Run 1, clock nets:
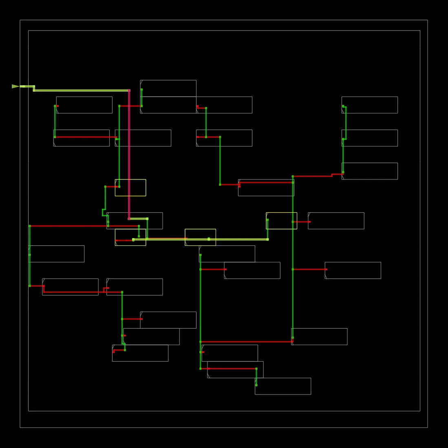
Run 1, clock network drawn from the DEF:
Bar = 20 µm.
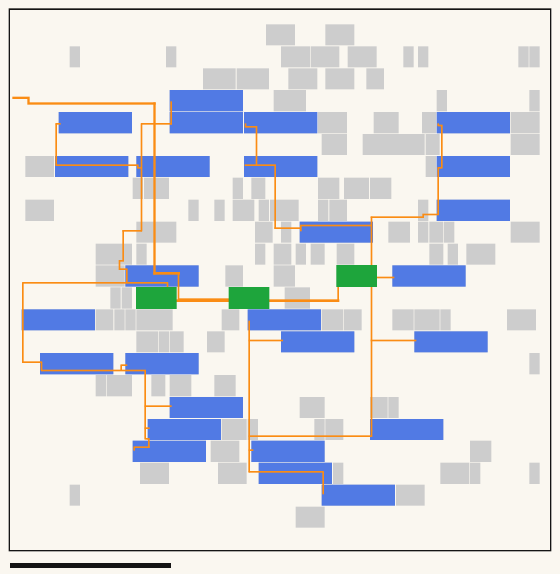
Run 1, PDN straps and rails:
Pins as bars on the die edge.
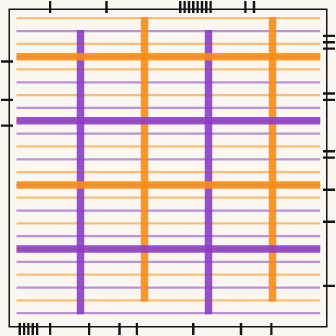
Run 1, cells coloured by class:
Bar = 20 µm.
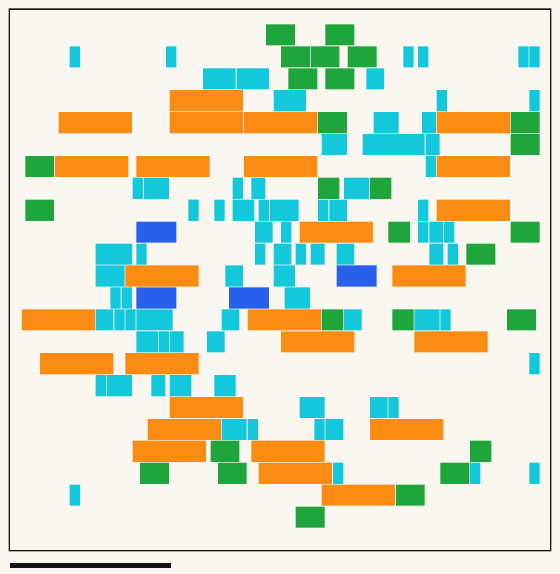
File: src/rtl/irq_controller_pkg.sv
// Shared types and constants for the interrupt controller.
// State encoding, id width and the lowest-index priority helper.
package irq_controller_pkg;

    typedef enum logic [1:0] {
        IDLE = 2'd0,
        REQ  = 2'd1,
        GAP  = 2'd2
    } state_t;

    localparam int IRQ_ID_W  = 3;
    localparam int MAX_IRQ   = 8;
    localparam int TIMER_IDX = 0;

    // Lowest set index wins, so the timer always has top priority.
    function automatic logic [IRQ_ID_W-1:0] lowest_idx(
        input logic [MAX_IRQ-1:0] v
    );
        logic [IRQ_ID_W-1:0] idx;
        idx = '0;
        for (int i = MAX_IRQ - 1; i >= TIMER_IDX; i--) begin
            if (v[i]) idx = IRQ_ID_W'(i);
        end
        return idx;
    endfunction

endpackage

File: src/rtl/irq_edge_sync.sv
// Per-source input sampler plus rising-edge detector.
// IRQ_SYNC2_EN adds a two-flop synchroniser ahead of edge detect.
module irq_edge_sync (
    input  logic clk,
    input  logic reset,
    input  logic src,
    output logic rise
);

`ifdef IRQ_SYNC2_EN
    logic meta;
    logic sync;

    always_ff @(posedge clk or posedge reset) begin
        if (reset) begin
            meta <= 1'b0;
            sync <= 1'b0;
        end else begin
            meta <= src;
            sync <= meta;
        end
    end
`else
    logic sync;

    always_ff @(posedge clk or posedge reset) begin
        if (reset) sync <= 1'b0;
        else       sync <= src;
    end
`endif

    logic hist;

    always_ff @(posedge clk or posedge reset) begin
        if (reset) hist <= 1'b0;
        else       hist <= sync;
    end

    assign rise = sync & ~hist;

endmodule

File: src/rtl/irq_controller.sv
// Interrupt controller: edge capture, masking, priority and one-at-a-time
// request/ack handshake to the CPU. Build option: IRQ_SYNC2_EN.
module irq_controller
    import irq_controller_pkg::*;
#(
    parameter int N_IRQ      = 3,
    parameter int GAP_CYCLES = 1
) (
    input  logic                clk,
    input  logic                reset,
    input  logic [N_IRQ-1:0]    irq_src,
    input  logic                wr_mask,
    input  logic                wr_ack,
    input  logic [7:0]          wr_data,
    output logic [N_IRQ-1:0]    irq_out,
    output logic [IRQ_ID_W-1:0] irq_id,
    output logic [MAX_IRQ-1:0]  pending,
    output logic [MAX_IRQ-1:0]  mask
);

    localparam logic [MAX_IRQ-1:0] SRC_MASK =
        MAX_IRQ'((64'd1 << N_IRQ) - 64'd1);

    logic [N_IRQ-1:0]    rise;
    logic [MAX_IRQ-1:0]  set_vec;
    logic [MAX_IRQ-1:0]  clr_vec;
    logic [MAX_IRQ-1:0]  onehot_cur;
    logic [MAX_IRQ-1:0]  live;
    logic [IRQ_ID_W-1:0] cur_id;
    logic [3:0]          gap_cnt;
    logic                ack_hit;
    state_t              state;

    for (genvar k = 0; k < N_IRQ; k++) begin : g_sync
        irq_edge_sync u_sync (
            .clk   (clk),
            .reset (reset),
            .src   (irq_src[k]),
            .rise  (rise[k])
        );
    end

    always_comb begin
        set_vec = '0;
        set_vec[N_IRQ-1:0] = rise;
    end

    assign ack_hit    = (state == REQ) && wr_ack && (wr_data[2:0] == cur_id);
    assign onehot_cur = 8'd1 << cur_id;
    assign clr_vec    = ack_hit ? onehot_cur : '0;
    assign live       = pending & mask;

    // A new edge in the ack cycle wins over the clear.
    always_ff @(posedge clk or posedge reset) begin
        if (reset) begin
            pending <= '0;
            mask    <= '0;
        end else begin
            pending <= (pending & ~clr_vec) | set_vec;
            if (wr_mask) mask <= wr_data & SRC_MASK;
        end
    end

    always_ff @(posedge clk or posedge reset) begin
        if (reset) begin
            state   <= IDLE;
            cur_id  <= '0;
            gap_cnt <= '0;
            irq_out <= '0;
            irq_id  <= '0;
        end else begin
            unique case (state)
                IDLE: begin
                    if (live != '0) begin
                        cur_id <= lowest_idx(live);
                        state  <= REQ;
                    end
                end
                REQ: begin
                    if (ack_hit) begin
                        irq_out <= '0;
                        irq_id  <= '0;
                        gap_cnt <= 4'(GAP_CYCLES);
                        state   <= GAP;
                    end else if (!mask[cur_id]) begin
                        irq_out <= '0;
                        irq_id  <= '0;
                        state   <= IDLE;
                    end else begin
                        irq_out <= onehot_cur[N_IRQ-1:0];
                        irq_id  <= cur_id;
                    end
                end
                GAP: begin
                    gap_cnt <= gap_cnt - 4'd1;
                    if (gap_cnt == 4'd1) state <= IDLE;
                end
                default: state <= IDLE;
            endcase
        end
    end

endmodule

File: config.mk
export PLATFORM = sky130hd
export DESIGN_NAME = irq_controller
export DESIGN_NICKNAME = d
export VERILOG_FILES = /design/src/rtl/irq_controller_pkg.sv /design/src/rtl/irq_edge_sync.sv /design/src/rtl/irq_controller.sv
export SDC_FILE = /design/constraint.sdc
export NUM_CORES = 1
export LEC_CHECK = 0
export CAP_MARGIN = 20
export CORE_UTILIZATION = 28
export DETAILED_ROUTE_END_ITERATION = 8
export MAX_ROUTING_LAYER = met4
export PLACE_DENSITY_LB_ADDON = 0.1
export SETUP_SLACK_MARGIN = 0.02
export SYNTH_ARGS = -nofsm -noshare
export SYNTH_HDL_FRONTEND = slang
export SYNTH_SLANG_ARGS = --single-unit
File: constraint.sdc
create_clock -name clk -period 2 [get_ports clk]
set_clock_uncertainty 0.2 [all_clocks]
set_input_delay 0.2 -clock clk [delete_from_list [all_inputs] [get_ports clk]]
set_output_delay 0.2 -clock clk [all_outputs]
set_load 0.01 [all_outputs]
==> impl_metrics.yaml, run 1 <==
# physical design summary
power_and_ir_drop:
  power-top-group: "sequential cells"
  p_switching_mw: 0.5825
  p_leak_nw: 0.6894
  p_total_mw: 1.718
  intPower_mw: 1.136
final_layout:
  drive_above_1_share: 0.1095
  fin_nets: 155
  layout_top_cells: "dfrtp_1, clkdlybuf4s50_1, nand2_1"
  finish.instance_area_um2: 1498
  lay_top_count: "dfrtp_1"
  area_delta_synth_final_pct: 26.53
clock_network:
  post_cts.repair.setup_buffers: 0
  htree_levels: 1
  clk_path_buf_depth: 2
  postCtsResizedCells: 0
synthesis:
  adder_share: 0.02114
  synth_area_um2: 1184
  synth-seq-cells: 26
  ys_cells: 110
  synth_seq_share: 0.5497
  synth-simple-area-share: 0.1522
  ys_sh_xor: 0.02220
  yosysWarnings: 0
  syn_inst: 110
  yosys_area_um2: 1184
  compound_area_frac: 0.1025
  mux_area_frac: 0.04545
  synthFlopType: "dfrtp_1"
  edf_count: 0
detailed_routing:
  vias_per_cell: 4.342
  drt-met1-wl_mm: 1.042
  met3WireLength_um: 68
  via_count: 812
  drt_pass1_iterations: 4
  met2_length_mm: 1.101
die:
  chipArea_um2: 4491
  ios: 37
  die_w_um: 67.02
  rows: 23
run_status:
  status: "finished clean"
timing:
  rsz0062_at_grt: "no"
  fmax_mhz: 583.3
  fin_crit_ns: 1.714
  slew_viol_final: 0
min_path:
  hold_class: "input port to async pin"
worst_setup_path:
  cp-start-kind: "flop"
  cp.arrival_ns: 1.67
  cp_max_fo: 9
  ff2ff_path_depth: 5
  worstPathRequired_ns: 1.96
grt:
  use_met1: 0.1234
  gr-total-overflow: 0
  grt_max_degree: 27
  grt_usage: 0.1137
placement:
  pre_cts_slack_ns: 0.08086
run:
  cap_violations: 0
Back to the opening pictures, 'clock nets':
Skew-Pair Late Insertion Delay: 0.27 ns
flop count: 26
Num CTS Buffers: 3
Clock net power: 0.336 mW
# clk buffers: 4

Back to the opening pictures, 'clock network drawn from the DEF':
flip-flops: in blue, count 26. clock-net drivers: in green, count 3. clock wires: in orange, length 327 µm.
Position of the flops: widely spread.
Clk pwr share: 0.196

Back to the opening pictures, 'PDN straps and rails':
VDD: in orange. VSS: in purple.
37 signal pins sit on the boundary. 24 met1 rails follow the rows.
chip height: 67.02 µm
Worst VDD drop: 0.0005498 V
Core Footprint: 4029 µm²

Back to the opening pictures, 'cells coloured by class':
clock drivers and dummy loads: in blue, cells 4. remaining logic cells: in cyan, cells 80. registers: in orange, cells 26. remaining buffers and delay cells: in green, cells 27.

[run 1: critical path, cell delays in order (launching register included)]
cell and delay (ns):
dfrtp_1 0.48, nand2b_1 0.16, nor4_4 0.29, buf_4 0.21
nand3b_1 0.09, a22o_1 0.18
[run 1: cell type report]
class                      instances  area, µm²  area share
clock buffer                       4      55.05     0.03676
inverter                           8      30.03     0.02005
multi-input combinational         72      444.2      0.2966
sequential                        26      650.6      0.4344
tap                               50      62.56     0.04177
timing repair buffer              27      255.2      0.1704
[run 1: sequential cells by signal, indices dropped and copies added, names as in the netlist]
signal	cells
g_sync.u_sync.hist	3
state	2
cur_id	2
irq_out	3
g_sync.u_sync.sync	3
irq_id	2
pending	4
mask	3
gap_cnt	4
==> run 2, diff against run 1 <==
- clock period: 2 -> 1.4 ns (I/O delays scaled with it)
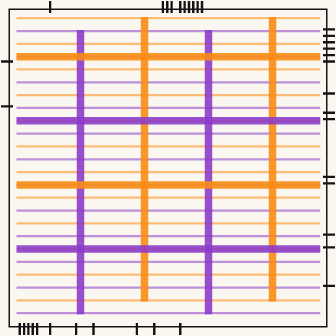
Run 2: PDN straps and rails
Pins as bars on the die edge.
VSS: in purple. VDD: in orange.
The core has 23 rows. 4 straps on met4. 24 met1 rails follow the rows. 4 straps on met5. 37 signal pins sit on the boundary.
die width: 67.02 µm
Worst VDD drop: 0.0006224 V

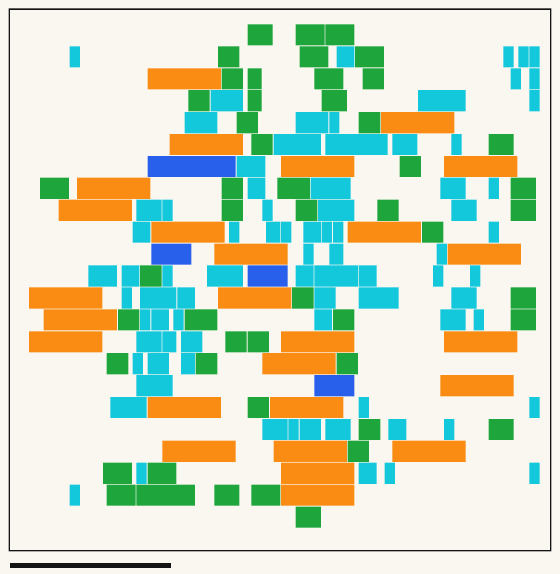
Run 2: cells coloured by class
Bar = 20 µm.
registers: in orange, cells 26. remaining buffers and delay cells: in green, cells 50. clock drivers and dummy loads: in blue, cells 4. remaining logic cells: in cyan, cells 80.

==> impl_metrics.yaml, run 2 <==
# physical design summary
final_layout:
  layout_top_cells: "dfrtp_1, buf_4, nand2_1"
  nClkBuffers: 3
  logic_area_um2: 518.0
  inverters: 8
  comb_area_frac: 0.2942
  finish.instance_area_um2: 1760
  lay_top_count: "dfrtp_1"
  clock_area_frac: 0.04051
  fin_nets: 178
  nonClkBufAreaFrac: 0.2431
power_and_ir_drop:
  p_switching_mw: 1.007
  p_total_mw: 2.984
  pg_clk_mw: 0.618
  power-top-group: "combinational cells"
  p_clk_frac: 0.207
  p_leak_nw: 0.8510
synthesis:
  synth_area_um2: 1184
  compound_area_frac: 0.1025
  yosysWarnings: 0
  ys_cells: 110
  syn_inst: 110
  ys_sh_xor: 0.02220
  synth-seq-cells: 26
clock_network:
  postCtsResizedCells: 21
  clk_path_buf_depth: 2
  cts_buffers: 3
  post_cts.repair.setup_buffers: 6
  htree_levels: 1
worst_setup_path:
  ff2ff_path_depth: 5
  cp.arrival_ns: 1.61
  cp_max_fo: 3
placement:
  pre_cts_slack_ns: -0.5528
die:
  ios: 37
  rows: 23
  chipArea_um2: 4491
run_status:
  status: "finished, violations left"
  violations: "setup timing"
grt:
  grt_max_degree: 27
  grt_usage: 0.1331
  gr-total-overflow: 0
detailed_routing:
  met2_length_mm: 1.286
  vias_per_cell: 4.267
  drt-met1-wl_mm: 1.084
timing:
  layout_setup_ws_ns: -0.2432
  fin_crit_ns: 1.643
  slew_viol_final: 0
  setup_viol: 15
-- run 2: cell counts after synthesis --
Identical to the previous run, type by type.
-- run 2: worst min path at each step --
stage,slack (ns),endpoint,depth (start not counted),start
after floorplan,-0.03,g_sync[0].u_sync.sync,0,irq_src[0]
after global placement,0.16,g_sync[1].u_sync.hist,0,g_sync[1].u_sync.sync
after detailed placement,0.17,g_sync[2].u_sync.hist,0,g_sync[2].u_sync.sync
after CTS,0.08,g_sync[1].u_sync.sync,1,irq_src[1]
after global routing,0.09,g_sync[0].u_sync.sync,1,irq_src[0]
final,0.09,g_sync[1].u_sync.sync,1,irq_src[1]
-- run 2: worst max-delay path, stage by stage (launching register included) --
cell	delay (ns)
dfrtp_1	0.39
nand2b_4	0.16
nor4_4	0.37
buf_4	0.18
nand3b_1	0.07
a22o_1	0.18
==> run 3, diff against run 2 <==
- CORE_MARGIN: default -> 5
- CTS_CLUSTER_SIZE: default -> 8
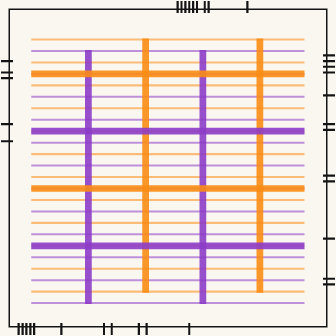
Run 3: PDN straps and rails
Pins as bars on the die edge.
VDD: in orange. VSS: in purple.
24 met1 rails follow the rows. 4 straps on met5. The core has 23 rows.
Core Footprint: 4058 µm²
die width: 75.02 µm
Worst VDD drop: 0.0006827 V
chip height: 75.02 µm

==> impl_metrics.yaml, run 3 <==
# physical design summary
synthesis:
  synth.top_cells.by_area: "dfrtp_1, buf_4, nand2_1, mux2_2, inv_1"
  synth-seq-cells: 26
  synth_area_um2: 1184
  synth_seq_share: 0.5497
  ys_cells: 110
  synth.avg_cell_area_um2: 10.76
  syn_inst: 110
  yosysWarnings: 0
detailed_routing:
  vias_per_cell: 4.224
  drc: 0
  wl_mm: 2.486
  drt-met1-wl_mm: 1.112
  met2_length_mm: 1.214
power_and_ir_drop:
  power-top-group: "combinational cells"
  p_total_mw: 2.729
  p_switching_mw: 0.9380
min_path:
  hold_path_depth: 1
final_layout:
  lay_top_count: "dfrtp_1"
  layout_top_cells: "dfrtp_1, buf_4, nand2_1"
  nonClkBufAreaFrac: 0.2375
  inverters: 8
  clock_area_frac: 0.03286
  ff_count: 26
  logic_area_um2: 479.2
  comb_area_frac: 0.2860
  nClkBuffers: 4
  fin_nets: 173
  finish.instance_area_um2: 1675
grt:
  grt_max_degree: 27
  grt_usage: 0.1015
  gr-total-overflow: 0
clock_network:
  postCtsResizedCells: 13
  htree_levels: 1
  cts_buffers: 3
  clk_path_buf_depth: 2
  cts_tree: "done"
worst_setup_path:
  crit_chain: "xor2_2, nor4_4, buf_6, nand2b_4, o21ai_1"
  cp.arrival_ns: 1.55
  cp_max_fo: 9
  crit_slowest_cell: "dfrtp_1"
  r2r_start: "cur_id[1]"
  path_depth: 5
  crit_family: "simple AND/OR/NAND/NOR gates"
  critPathMaxStageDelay_ns: 0.41
  crit_buf_inv: 1
run_status:
  status: "finished, violations left"
  violations: "setup timing"
timing:
  setup_viol: 15
  layout_setup_ws_ns: -0.1959
  slew_viol_final: 0
  fin_crit_ns: 1.596
run:
  tool_warnings: 35
die:
  chipArea_um2: 5627
  ios: 37
  rows: 23
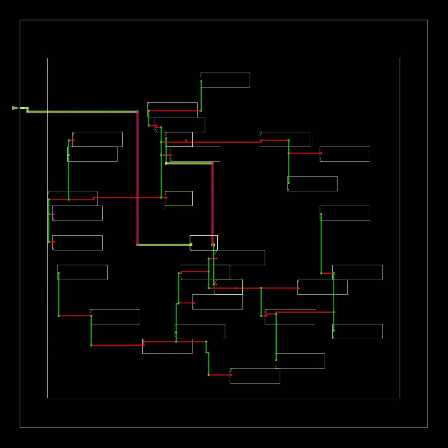
Run 3: clock nets
CTS sink count: 26
Clock net power: 0.483 mW

## run 3: how the worst min path moves through the flow
stage / startpoint / to / slack [ns]
2_1_floorplan: irq_src[0] / g_sync[0].u_sync.sync / -0.03
3_5_place_dp: g_sync[2].u_sync.sync / g_sync[2].u_sync.hist / 0.16
6_report: irq_src[2] / g_sync[2].u_sync.sync / 0.09
4_1_cts: irq_src[2] / g_sync[2].u_sync.sync / 0.09
3_3_place_gp: g_sync[1].u_sync.sync / g_sync[1].u_sync.hist / 0.16
5_1_grt: irq_src[1] / g_sync[1].u_sync.sync / 0.08
## run 3: logic make-up after synthesis
kind of cell	Yosys count	synth area share
xor+xnor	3	0.02220
compound gates	19	0.1025
other cells	1	0.003168
fa+ha+maj	2	0.02114
mux	5	0.04545
simple gates	33	0.1522
buf+inv	21	0.1036
flops	26	0.5497
Power and IR drop assume default switching activity.
